==> config.mk <==
export PLATFORM = sky130hd
export DESIGN_NAME = spi_master
export DESIGN_NICKNAME = d
export VERILOG_FILES = /design/src/rtl/spi_master.sv
export SDC_FILE = /design/constraint.sdc
export NUM_CORES = 1
export LEC_CHECK = 0
export CAP_MARGIN = 30
export CORE_ASPECT_RATIO = 0.75
export CORE_MARGIN = 2
export CORE_UTILIZATION = 51
export CTS_CLUSTER_DIAMETER = 200
export DETAILED_ROUTE_END_ITERATION = 6
export PLACE_DENSITY_LB_ADDON = 0.12
export SKIP_LAST_GASP = 1
export SLEW_MARGIN = 10
export SYNTH_ARGS = -nofsm -noshare
export SYNTH_HDL_FRONTEND = slang
export SYNTH_SLANG_ARGS = --single-unit
==> constraint.sdc <==
create_clock -name clk -period 2.4 [get_ports clk]
set_input_delay 0.48 -clock clk [delete_from_list [all_inputs] [get_ports clk]]
set_output_delay 0.48 -clock clk [all_outputs]
set_load 0.01 [all_outputs]
Fig. 1: run 1, supply network
Pins as bars on the die edge. Tap cells in gray.
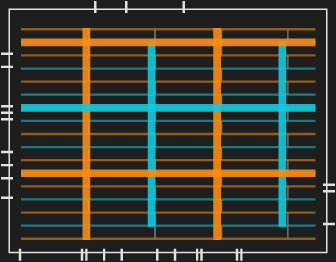
Cyan stands for VDD. Orange stands for VSS.
3 straps on met5. The core has 16 rows. 4 straps on met4. 17 met1 rails follow the rows. 36 tap cells.
VDD IR max: 0.508 mV
Chip Width: 65.7 um
Core Area: 2660 um2
Die Ht: 50.2 um

Fig. 2: run 1, placed cells, one color a class
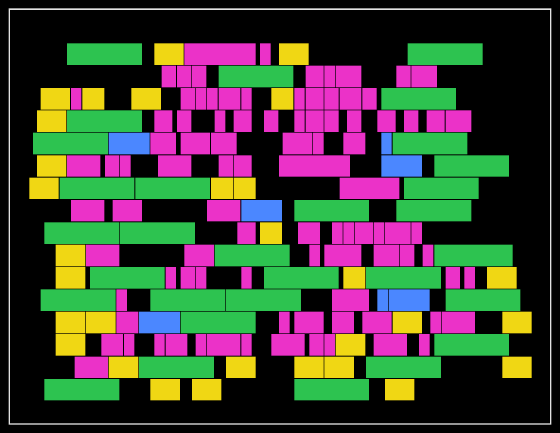
Green stands for flops, cells 30, share of their area 43%. Magenta stands for all other logic, cells 94, share of their area 37%. Blue stands for clock drivers and dummy loads, cells 7, share of their area 4.3%. Yellow stands for other buffers and delay cells, cells 30, share of their area 16%.
row cnt: 16
sequential share of cell area: 41.5%
Design Area, Final: 1810 um2
post-layout util: 68.0%

Fig. 3: run 1, clock wires, drivers and flops
Bar = 20 um.
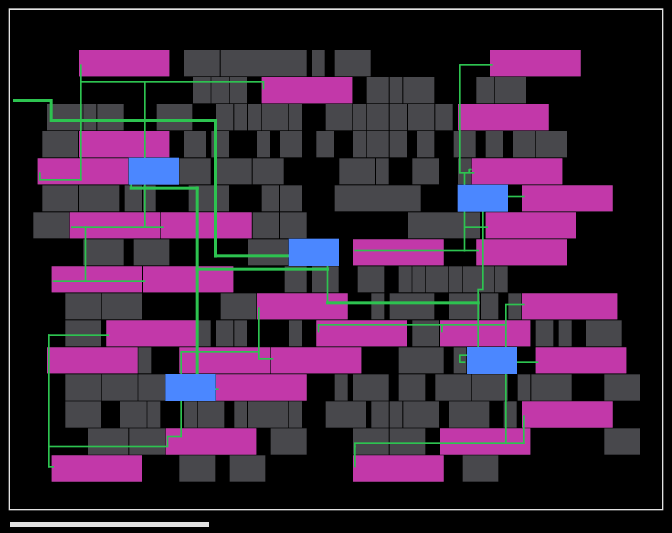
Magenta stands for flip-flops, count 30. Green stands for clock wires, length 378 um. Blue stands for cells driving clock nets, count 5.
Position of the flops: spread over the die.
clock group share of total power: 19.3%
Max Clock Skew: 0.00638 ns
clock-net power: 367 uW
Worst-Skew Late Latency: 0.28 ns

==> changes_impl.md, run 1 <==
## Implementation

* Final hold slack at 0.480 ns
* Drc violations at 0
* DRT antenna net count at 0
* Wirelength per Cell at 13.6 um
* Highest Signal Layer: met4
* Logic area at 633 um2
* Worst Hold Class: flip-flop to flip-flop
* Fp util at 54.6%
* Min cycle time layout at 1.90 ns
* Pre-antenna DRT Iters at 4
* Crit path buf inv count at 1
* Worst R2R Setup Slack at 0.50 ns
* Placed Instances at 190
* Critical Path RT at 2.56 ns
* Top Layout Cells: dfrtp_1 (29), clkdlybuf4s50_1 (24), nand2_1 (17), o21ai_0 (10), mux2_2 (9)
* Synth Flop Type: dfrtp_1
* Die Area at 3300 um2
* Comb gates at 89
* Total wire length at 2680 um
* Outcome: complete, no violations
* Fill cells at 214
* Initial antenna violation count at 0
* GPL Wtd Cong at 0.842
* Ant diodes at 0
* EDFF count, synth at 0
* Mapped Area at 1450 um2
* Flop pwr share at 45.0%
* WS Path Type: flip-flop to flip-flop
* CP max stage delay at 0.49 ns
* CTS Hold Buffers Added at 0
* Yosys reg bits at 30
* Tool warnings at 28
* GR Util met1 at 26.8%
[run 1: tightest hold or removal path, stage by stage (launching register included)]
cell and delay, ns:
dfstp_2 0.36, inv_1 0.04, o21ai_0 0.07
[run 1: power groups by stage]
stage | logic, uW | registers (uW) | clock network, uW
5_1_grt | 764 | 881 | 396
6_report | 680 | 856 | 367
3_5_place_dp | 684 | 861 | 0
3_3_place_gp | 658 | 848 | 0
2_1_floorplan | 550 | 777 | 0
4_1_cts | 688 | 856 | 376
[run 1: cell families (layout without fill, tap and decap cells)]
logic type	after synthesis	count (layout)	synth area share, %
AOI/OAI and AO/OA	28	28	11.7
and+or+nand+nor	41	41	17.2
buffers and inverters	13	42	4.73
muxes	14	14	10.5
adders and majority gates	2	2	1.72
xor gates and xnor gates	4	4	2.41
DFF	30	30	51.7
==> run 2, diff against run 1 <==
--- a/config.mk
+++ b/config.mk
@@ -8,7 +8,7 @@
 export CAP_MARGIN = 30
 export CORE_ASPECT_RATIO = 0.75
 export CORE_MARGIN = 2
-export CORE_UTILIZATION = 51
+export CORE_UTILIZATION = 46
 export CTS_CLUSTER_DIAMETER = 200
 export DETAILED_ROUTE_END_ITERATION = 6
 export PLACE_DENSITY_LB_ADDON = 0.12
==> constraint.sdc (replaced) <==
create_clock -name clk -period 1.6 [get_ports clk]
set_input_delay 0.32 -clock clk [delete_from_list [all_inputs] [get_ports clk]]
set_output_delay 0.32 -clock clk [all_outputs]
set_load 0.01 [all_outputs]
Fig. 4: run 2, track usage over the die
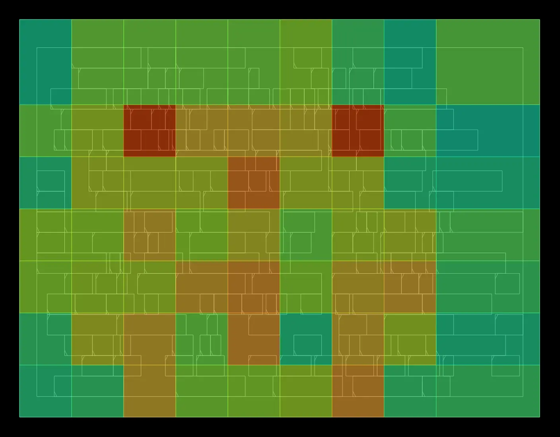
Wirelength per Cell: 14.0 um
post-layout util: 67.3%
met3 usage: 6.88%
grt peak-use layer: met2

==> run 2 against run 1 <==
- the run now ends with negative setup slack left
- die size is 10% higher
- setup slack worse by 0.63 ns
- first-iteration DRC count is 40% higher
- routed wire length is 12% higher
- register-to-register slack worse by 0.63 ns
- critical path type unchanged
- global-route usage is 1.5 points higher
- maximum frequency is 9.5% higher
==> changes_impl.md, run 2 <==
## Implementation

* Fp util at 48.8% (-5.8 points)
* Design Area, Final at 2000 um2 (+11%)
* And+or+nand+nor area frac at 17.2% (unchanged)
* Xor/xnor share at 2.41% (unchanged)
* Final setup viols at 1
* Min cycle time layout at 1.74 ns (-0.166 ns)
* Clock group share of total power at 19.6% (+0.3 points)
* Die Ht at 52.7 um (+4.9%)
* Chip Width at 68.9 um (+5.0%)
* EDFF count, synth at 0 (unchanged)
* Combinational power at 1420 uW (+110%)
* CTS Hold Buffers Added at 0 (unchanged)
* Clock-net power at 638 uW (+74%)
* Worst setup margin at -0.139 ns
* Synth Flop Type: dfrtp_1
* Top Layout Cells: dfrtp_1 (29), clkdlybuf4s50_1 (23), nand2_1 (17), buf_4 (17), o21ai_0 (10)
* Yosys reg bits at 30 (unchanged)
* Worst Hold Class: input port to asynchronous set/reset pin
* Ant diodes at 0 (unchanged)
* Total wire length at 2990 um (+12%)
* Die Area at 3630 um2 (+10%)
* Core Area at 2980 um2 (+12%)
* Failing checks: negative setup slack
* Outcome: finished, violations left
* Worst-Skew Late Latency at 0.28 ns (about the same)
* Critical Path RT at 1.76 ns (-0.80 ns)
* Placed Instances at 204 (+7.4%)
* DRT antenna net count at 0 (unchanged)
* Comb area leader: simple AND/OR/NAND/NOR gates
* Worst R2R Setup Slack at -0.14 ns (-0.63 ns)
* Initial antenna violation count at 0 (unchanged)
* Mux frac, synth at 10.5% (unchanged)
* Pwr top: combinational cells
* Crit path buf inv count at 1 (unchanged)
==> run 2: cell counts after synthesis <==
No cell type changed its count.
==> run 2: cell type report <==
cell class,instances,area [um2]
clock inverters,2,12.5
multi-input cells,89,664
flip-flops and latches,30,752
clock buffers,6,82.6
fillers,237,973
well taps,38,47.5
inverters,5,18.8
repair buffers,44,427
==> run 2: routing by layer <==
metal	global-route usage (%)	vias up	part of all wire (%)
met4	5.23	0	0.64
met5	0	-	0
met3	6.88	3	5.0
met1	28.6	544	49
met2	31.1	27	45
li1	-	544	-
==> run 2: tightest hold or removal path, delay by kind of cell <==
kind | cells | cell delay [ns]
buffers and inverters | 3 | 0.69
==> run 2: repair_timing <==
item | CTS | global route
setup endpoints to repair | 2 | 1
buffers inserted | 2 | 0
pin swaps | 2 | 1
resized | 7 | 1
==> run 3, diff against run 2 <==
--- a/config.mk
+++ b/config.mk
@@ -8,10 +8,11 @@
 export CAP_MARGIN = 30
 export CORE_ASPECT_RATIO = 0.75
 export CORE_MARGIN = 2
-export CORE_UTILIZATION = 46
+export CORE_UTILIZATION = 51
 export CTS_CLUSTER_DIAMETER = 200
 export DETAILED_ROUTE_END_ITERATION = 6
 export PLACE_DENSITY_LB_ADDON = 0.12
+export RECOVER_POWER = 25
 export SKIP_LAST_GASP = 1
 export SLEW_MARGIN = 10
 export SYNTH_ARGS = -nofsm -noshare
==> constraint.sdc (replaced) <==
create_clock -name clk -period 2 [get_ports clk]
set_input_delay 0.4 -clock clk [delete_from_list [all_inputs] [get_ports clk]]
set_output_delay 0.4 -clock clk [all_outputs]
set_load 0.01 [all_outputs]
Fig. 5: run 3, track usage over the die
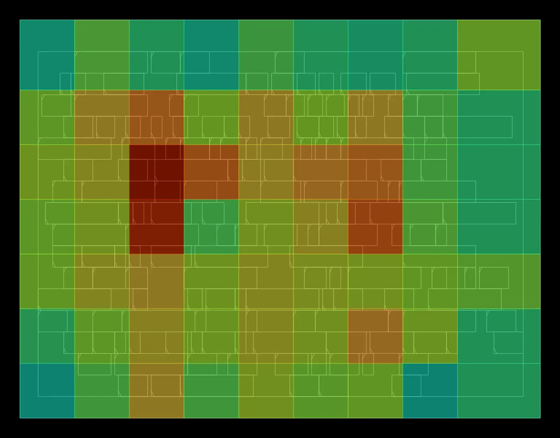
global routing met2 resource utilization: 31.1%
met3 usage: 6.05%
GR Util met1: 28.2%
Total GRT Usage: 20.7%
Wirelength per Cell: 14.0 um

==> run 3 against run 2 <==
- first-iteration DRC count rose by 27%
- combinational power fell by 39%
- core utilization rose by 2.0 points
- critical endpoint unchanged
- via count fell by 4.8%
- synthesized cell count did not move
- non-clock buffer count fell by 11
- sequential share of layout area rose by 3.2 points
- the run now ends clean
- cell count fell by 6.1%
==> changes_impl.md, run 3 <==
## Implementation

* Total number of vias at 1064
* Fp util at 54.6% (+5.8 points)
* Total wire length at 2820 um (-5.7%)
* Chip Width at 65.7 um (-4.7%)
* Die Area at 3300 um2 (-9.2%)
* Post-cts sizing count at 0 (-7)
* Ant diodes at 0 (unchanged)
* Cycle use final at 93.4%
* Placed Instances at 193 (-5.4%)
* Crit path buf inv count at 1 (unchanged)
* Clock group share of total power at 21.0% (+1.4 points)
* Clock slew at reported path FFs at 0.06 ns
* Comb area leader: simple AND/OR/NAND/NOR gates
* Worst setup margin at 0.131 ns (+0.271 ns)
* Yosys reg bits at 30 (unchanged)
* Worst Hold Class: flip-flop to flip-flop
* Worst R2R Setup Slack at 0.13 ns (+0.27 ns)
* Adder share at 1.72%
* Num ports at 26
* DR WL met2 at 1250 um (-7.7%)
* DRT met1 WL at 1400 um (-4.5%)
* Final setup viols at 0 (-1)
* CTS Hold Buffers Added at 0 (unchanged)
* Hold Fails Final Rpt at 0
* Top Layout Cells: dfrtp_1 (29), clkdlybuf4s50_1 (23), nand2_1 (17), o21ai_0 (10), mux2_2 (9)
* Yosys stat area at 1450 um2
* Worst-Skew Late Latency at 0.28 ns (about the same)
* Post-layout util at 69.3% (+2.0 points)
* Design Area, Final at 1850 um2 (-7.9%)
* Xor/xnor share at 2.41% (unchanged)
* Core Area at 2660 um2 (-11%)
* And+or+nand+nor area frac at 17.2% (unchanged)
* CTS max path bufs at 2
* EDFF count, synth at 0 (unchanged)
* Critical Path RT at 2.16 ns (+0.40 ns)
* Worst-margin pin slew at 0.724 ns
* Outcome: complete, no violations
* DRT antenna net count at 0 (unchanged)
* Die Ht at 50.2 um (-4.6%)
* CP max FO at 4
* Mux frac, synth at 10.5% (unchanged)
* Min cycle time layout at 1.87 ns (+0.129 ns)
* Number of buffers inserted during clock tree synthesis at 5
* Placed Area at 1760 um2
* Slew Viols, Final at 0
* Highest Signal Layer: met4
* Initial antenna violation count at 0 (unchanged)
* CP Launch Type: flip-flop
-- run 3: cell counts after synthesis --
Identical to the previous run, type by type.
-- run 3: final cells by class --
cell class / count / area (um2)
clock buffers: 7 / 86.3
clock inverters: 1 / 5.00
fillers: 210 / 817
inverters: 5 / 18.8
multi-input cells: 89 / 633
flip-flops and latches: 30 / 752
well taps: 36 / 45.0
repair buffers: 33 / 305
-- run 3: power groups by stage --
| stage | sequential (uW) | combinational [uW] | clock [uW] |
|---|---|---|---|
| 2_1_floorplan | 932 | 660 | 0 |
| 3_3_place_gp | 1000 | 840 | 0 |
| 6_report | 1010 | 864 | 499 |
| 4_1_cts | 1000 | 872 | 511 |
| 3_5_place_dp | 1010 | 869 | 0 |
| 5_1_grt | 1040 | 971 | 540 |
Power and IR drop assume default switching activity.
